**src/rtl/axi4_stream_dest_router.sv**
```systemverilog
// 1-to-2 AXI4-Stream packet router: the TUSER destination bit on a packet's first beat steers the whole packet to m0 or m1.
// One-cycle registered latency per port; input stalls only on the selected port being full and not draining (head-of-line).
module axi4_stream_dest_router #(
  parameter int TDATA_L  = 512,
  parameter int TUSER_L  = 81,
  parameter int TKEEP_L  = 16,
  parameter int DEST_BIT = 80
) (
  input  logic               clk,
  input  logic               rst,
  input  logic [TDATA_L-1:0] axi_s_tdata_i,
  input  logic [TUSER_L-1:0] axi_s_tuser_i,
  input  logic               axi_s_tlast_i,
  input  logic [TKEEP_L-1:0] axi_s_tkeep_i,
  input  logic               axi_s_tvalid_i,
  output logic               axi_s_tready_o,
  output logic [TDATA_L-1:0] axi_m0_tdata_o,
  output logic [TUSER_L-1:0] axi_m0_tuser_o,
  output logic               axi_m0_tlast_o,
  output logic [TKEEP_L-1:0] axi_m0_tkeep_o,
  output logic               axi_m0_tvalid_o,
  input  logic               axi_m0_tready_i,
  output logic [TDATA_L-1:0] axi_m1_tdata_o,
  output logic [TUSER_L-1:0] axi_m1_tuser_o,
  output logic               axi_m1_tlast_o,
  output logic [TKEEP_L-1:0] axi_m1_tkeep_o,
  output logic               axi_m1_tvalid_o,
  input  logic               axi_m1_tready_i,
  output logic               in_pkt_o,
  output logic               dest_o
);

  typedef struct packed {
    logic [TDATA_L-1:0] tdata;
    logic [TUSER_L-1:0] tuser;
    logic [TKEEP_L-1:0] tkeep;
    logic               tlast;
  } beat_t;

  typedef enum logic {IDLE = 1'b0, LOCKED = 1'b1} state_t;

  state_t     state_q, state_d;
  logic       dest_q, dest_d;
  logic [1:0] vld_q, vld_d;
  beat_t      m0_beat_q, m0_beat_d;
  beat_t      m1_beat_q, m1_beat_d;

  beat_t      s_beat;
  logic       sel;
  logic       s_rdy;
  logic       accept;
  logic [1:0] m_rdy;
  logic [1:0] load;

  assign s_beat = {axi_s_tdata_i, axi_s_tuser_i, axi_s_tkeep_i, axi_s_tlast_i};
  assign m_rdy  = {axi_m1_tready_i, axi_m0_tready_i};

  // State register: only control flops are reset; payload registers are qualified by valid.
  always_ff @(posedge clk) begin
    if (rst) begin
      state_q <= IDLE;
      dest_q  <= 1'b0;
      vld_q   <= 2'b00;
    end else begin
      state_q <= state_d;
      dest_q  <= dest_d;
      vld_q   <= vld_d;
    end
  end

  always_ff @(posedge clk) begin
    m0_beat_q <= m0_beat_d;
    m1_beat_q <= m1_beat_d;
  end

  // Next-state logic: a single-beat packet never enters LOCKED.
  always_comb begin
    state_d = state_q;
    dest_d  = dest_q;
    case (state_q)
      IDLE: begin
        if (accept && !axi_s_tlast_i) begin
          state_d = LOCKED;
          dest_d  = sel;
        end
      end
      LOCKED: begin
        if (accept && axi_s_tlast_i) state_d = IDLE;
      end
    endcase
  end

  // Output/datapath logic: ready looks only at the selected port.
  always_comb begin
    sel       = (state_q == LOCKED) ? dest_q : axi_s_tuser_i[DEST_BIT];
    s_rdy     = ~vld_q[sel] | m_rdy[sel];
    accept    = axi_s_tvalid_i & s_rdy;
    load      = 2'b00;
    load[sel] = accept;
    vld_d     = (vld_q & ~m_rdy) | load;
    m0_beat_d = load[0] ? s_beat : m0_beat_q;
    m1_beat_d = load[1] ? s_beat : m1_beat_q;
  end

  assign axi_s_tready_o  = s_rdy;

  assign axi_m0_tdata_o  = m0_beat_q.tdata;
  assign axi_m0_tuser_o  = m0_beat_q.tuser;
  assign axi_m0_tkeep_o  = m0_beat_q.tkeep;
  assign axi_m0_tlast_o  = m0_beat_q.tlast;
  assign axi_m0_tvalid_o = vld_q[0];

  assign axi_m1_tdata_o  = m1_beat_q.tdata;
  assign axi_m1_tuser_o  = m1_beat_q.tuser;
  assign axi_m1_tkeep_o  = m1_beat_q.tkeep;
  assign axi_m1_tlast_o  = m1_beat_q.tlast;
  assign axi_m1_tvalid_o = vld_q[1];

  assign in_pkt_o = (state_q == LOCKED);
  assign dest_o   = dest_q;

endmodule

```
**config.mk**
```make
export PLATFORM = sky130hd
export DESIGN_NAME = axi4_stream_dest_router
export DESIGN_NICKNAME = d
export VERILOG_FILES = /design/src/rtl/axi4_stream_dest_router.sv
export SDC_FILE = /design/constraint.sdc
export NUM_CORES = 1
export LEC_CHECK = 0
export ABC_AREA = 1
export CAP_MARGIN = 20
export CORE_AREA = 2 2 714 716
export DETAILED_ROUTE_END_ITERATION = 6
export DIE_AREA = 0 0 716 718
export PLACE_DENSITY = 0.32
export SETUP_SLACK_MARGIN = 0.3
export SYNTH_ARGS = -nofsm -noshare
export SYNTH_HDL_FRONTEND = slang
export SYNTH_SLANG_ARGS = --single-unit
```
**constraint.sdc**
```tcl
create_clock -name clk -period 31.6 [get_ports clk]
set_input_delay 4.74 -clock clk [delete_from_list [all_inputs] [get_ports clk]]
set_output_delay 4.74 -clock clk [all_outputs]
set_load 0.02 [all_outputs]
```
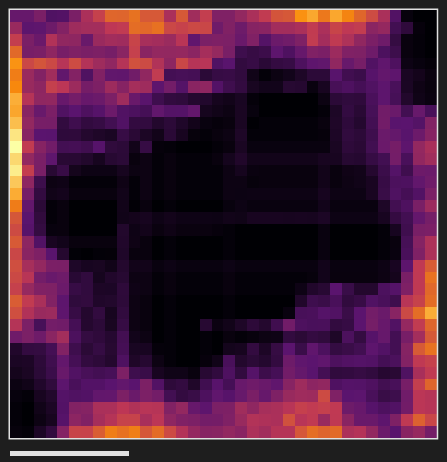
Fig. 1. Wire density map.
The bar under the picture is 200 µm long. The die is cut into 36 by 36 equal tiles; black is low, pale yellow is high, scaled to the fullest tile. Values are wire area over tile area, all layers added.
nearly empty tiles	17%
emptiest ninth of the die	center
fullest tile	0.59
mean over tiles	0.12
tiles over half the peak	9.1%
densest ninth of the die	upper left
Detailed Route WL: 336700 µm
DR WL/cell: 32.99 µm
routed vias: 24020
All-Layer GR Usage: 12.59%

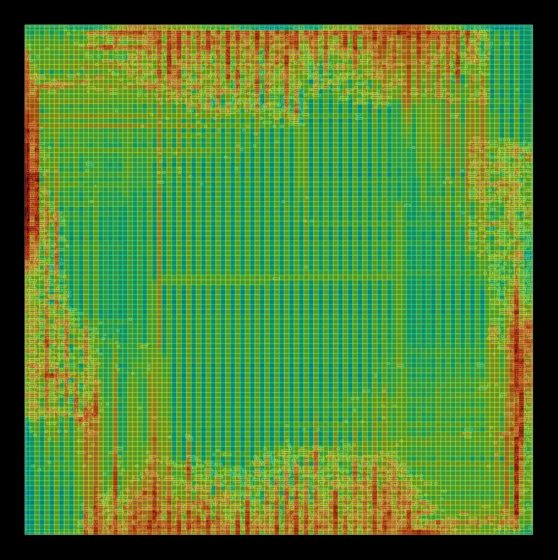
Fig. 2. Routing congestion.
GRT met2 Usage: 20.57%
end-of-flow core utilization: 13.66%
global route hottest layer: met2
met1 track demand over resource in global routing: 12.29%

==> CHANGELOG.md <==
## Flow update

- Result of the run: finished clean
- Max Fanout on Critical Path: 4
- Fraction of area in registers: a little over half
- MI comb area: between 100 and 150 µm²
- Number of H-tree branching levels: 4
- Critical path capture point type: output pin
- Floorplan row count: about 260
- Critical Path, Cell by Cell: clkdlybuf4s50_1 > inv_1 > nand2_1 > nand3_2 > nand2_4 > clkdlybuf4s50_1
- Type of element launching the critical path: primary input
- Final min period: approximately 12 ns
- Smallest setup slack after layout: 19.64 ns
- Clock transition at the registers of the reported paths: ~0.050 ns
- Area fraction in full adders, half adders and majority gates: 0%
- Largest net degree at the start of global routing: between 90 and 100
- Syn Std Cell Area: about 0.037 mm²
- Filler Cell Count: between 50000 and 60000
- Slew margin rel.: 31.11%
- Antenna violations before repair: roughly 360
- Top logic family: simple AND/OR/NAND/NOR gates
- Top Ports: about 1800
- Final setup violation count: 0
- Proportion of synthesized area in mux cells: 0%
- Ys cells: between 1000 and 1500
- Global placement routability congestion: between 0.9 and 1
- Slowest stage cell, crit path: sky130_fd_sc_hd__clkdlybuf4s50_1
- Vias per inst: 2.353
- Pin slew with the least headroom to its limit: between 1 and 1.5 ns
- Wire length of the first global-routing pass: approximately 390000 µm
- Relative area change from synthesis to final layout: 87.89%
- Final non-filler cell total: 10210
- Pre-Repair DR Iteration Count: 5
- Min-delay worst type: reg2reg
- Worst setup path class: in2out
- Number of buffer and inverter stages on the critical path: 3
- Post-synthesis share of cell area spent on and, or, nand and nor gates: 0.2952%
- Xor/xnor share of the synthesized area: 0%
- Most common library cell in the layout ignoring fill and taps: sky130_fd_sc_hd__clkdlybuf4s50_1
- Most Frequent Cell on Critical Path: sky130_fd_sc_hd__clkdlybuf4s50_1
- Sequential cell area: 0.03672 mm²
- Portion of the clock cycle consumed by the worst path in the final layout: between 30% and 40%
- Setup TNS Final: 0 ns
- Synth top cell by count: sky130_fd_sc_hd__edfxtp_1
- Primary FF master, synth: sky130_fd_sc_hd__edfxtp_1
- Top cells by count, synth: sky130_fd_sc_hd__edfxtp_1, sky130_fd_sc_hd__nand2_1, sky130_fd_sc_hd__inv_1
- Family with the most delay on the worst path: buffers and inverters
- Floorplan die area: slightly above 0.5 mm²
- Vias in the first global route: approximately 24000
- Skew-Pair Late Insertion Delay: 0.84 ns
- Mean post-synth cell area: slightly below 30 µm²
- Largest cell class: registers
- Unrepaired setup endpoints after global routing: false
- Final Max Tran Viols: 0
- Cell depth of the worst flop-to-flop path: 10
- Largest area contributor in the synthesized netlist: sky130_fd_sc_hd__edfxtp_1
- Area of the core region: 0.5071 mm²
- Horizontal die size: approximately 720 µm
- DRC violation count after routing: 0
- Synthesized-area fraction occupied by ao, oa, aoi and oai cells: less than 1%
- Maximum Capacitance Violations: 0
- Tool warnings: 27
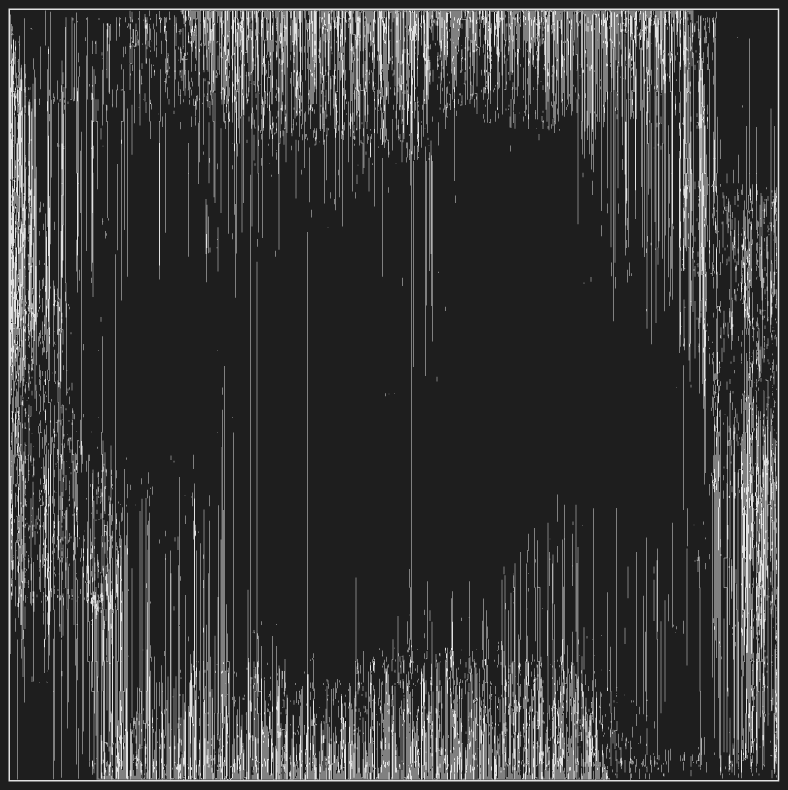
Fig. 3. Signal wires on met2.
main direction	vertical
wire length on this layer	155 mm
longest straight run	592 µm
share of all routed wire	46%

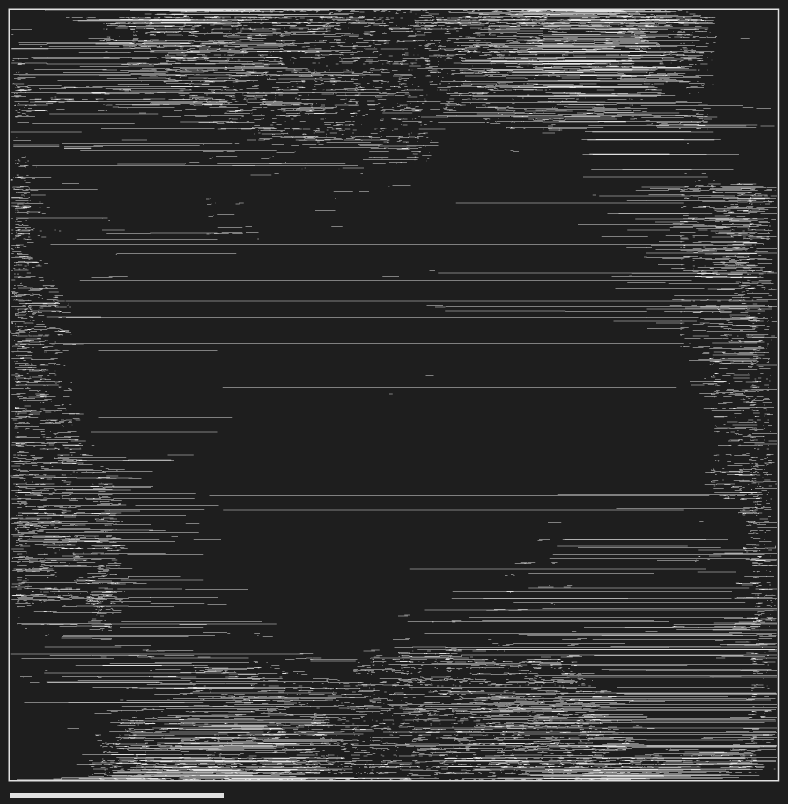
Fig. 4. The metal 1 layer.
The bar under the picture is 200 µm long.
main direction	horizontal
nets with wire on the layer	3514
wire length on this layer	110 mm
share of all routed wire	33%

-- report_power, final --
| group | internal [mW] | switching, mW |
|---|---|---|
| combinational | 0.206 | 0.318 |
| clock | 1.07 | 0.776 |
| sequential | 1.90 | 0.0332 |
| total | 3.18 | 1.13 |
-- registers in the layout, indices dropped and copies added, names as in the netlist, named ones only --
name	count
axi_m0_tlast_o	1
axi_m1_tlast_o	1
axi_m1_tkeep_o	16
axi_m1_tdata_o	512
axi_m1_tuser_o	81
axi_m0_tuser_o	81
axi_m0_tdata_o	512
axi_m0_tkeep_o	16
dest_o	1
vld_q	2
-- per-layer routing --
layer  GRT usage, %  wire, µm  vias to the layer above
met5              0      1724                        -
met2          20.57    154800                     1737
li1               -         -                     9337
met4          3.481     10950                      256
met1          12.29    110300                    11920
met3          9.775     58910                      775
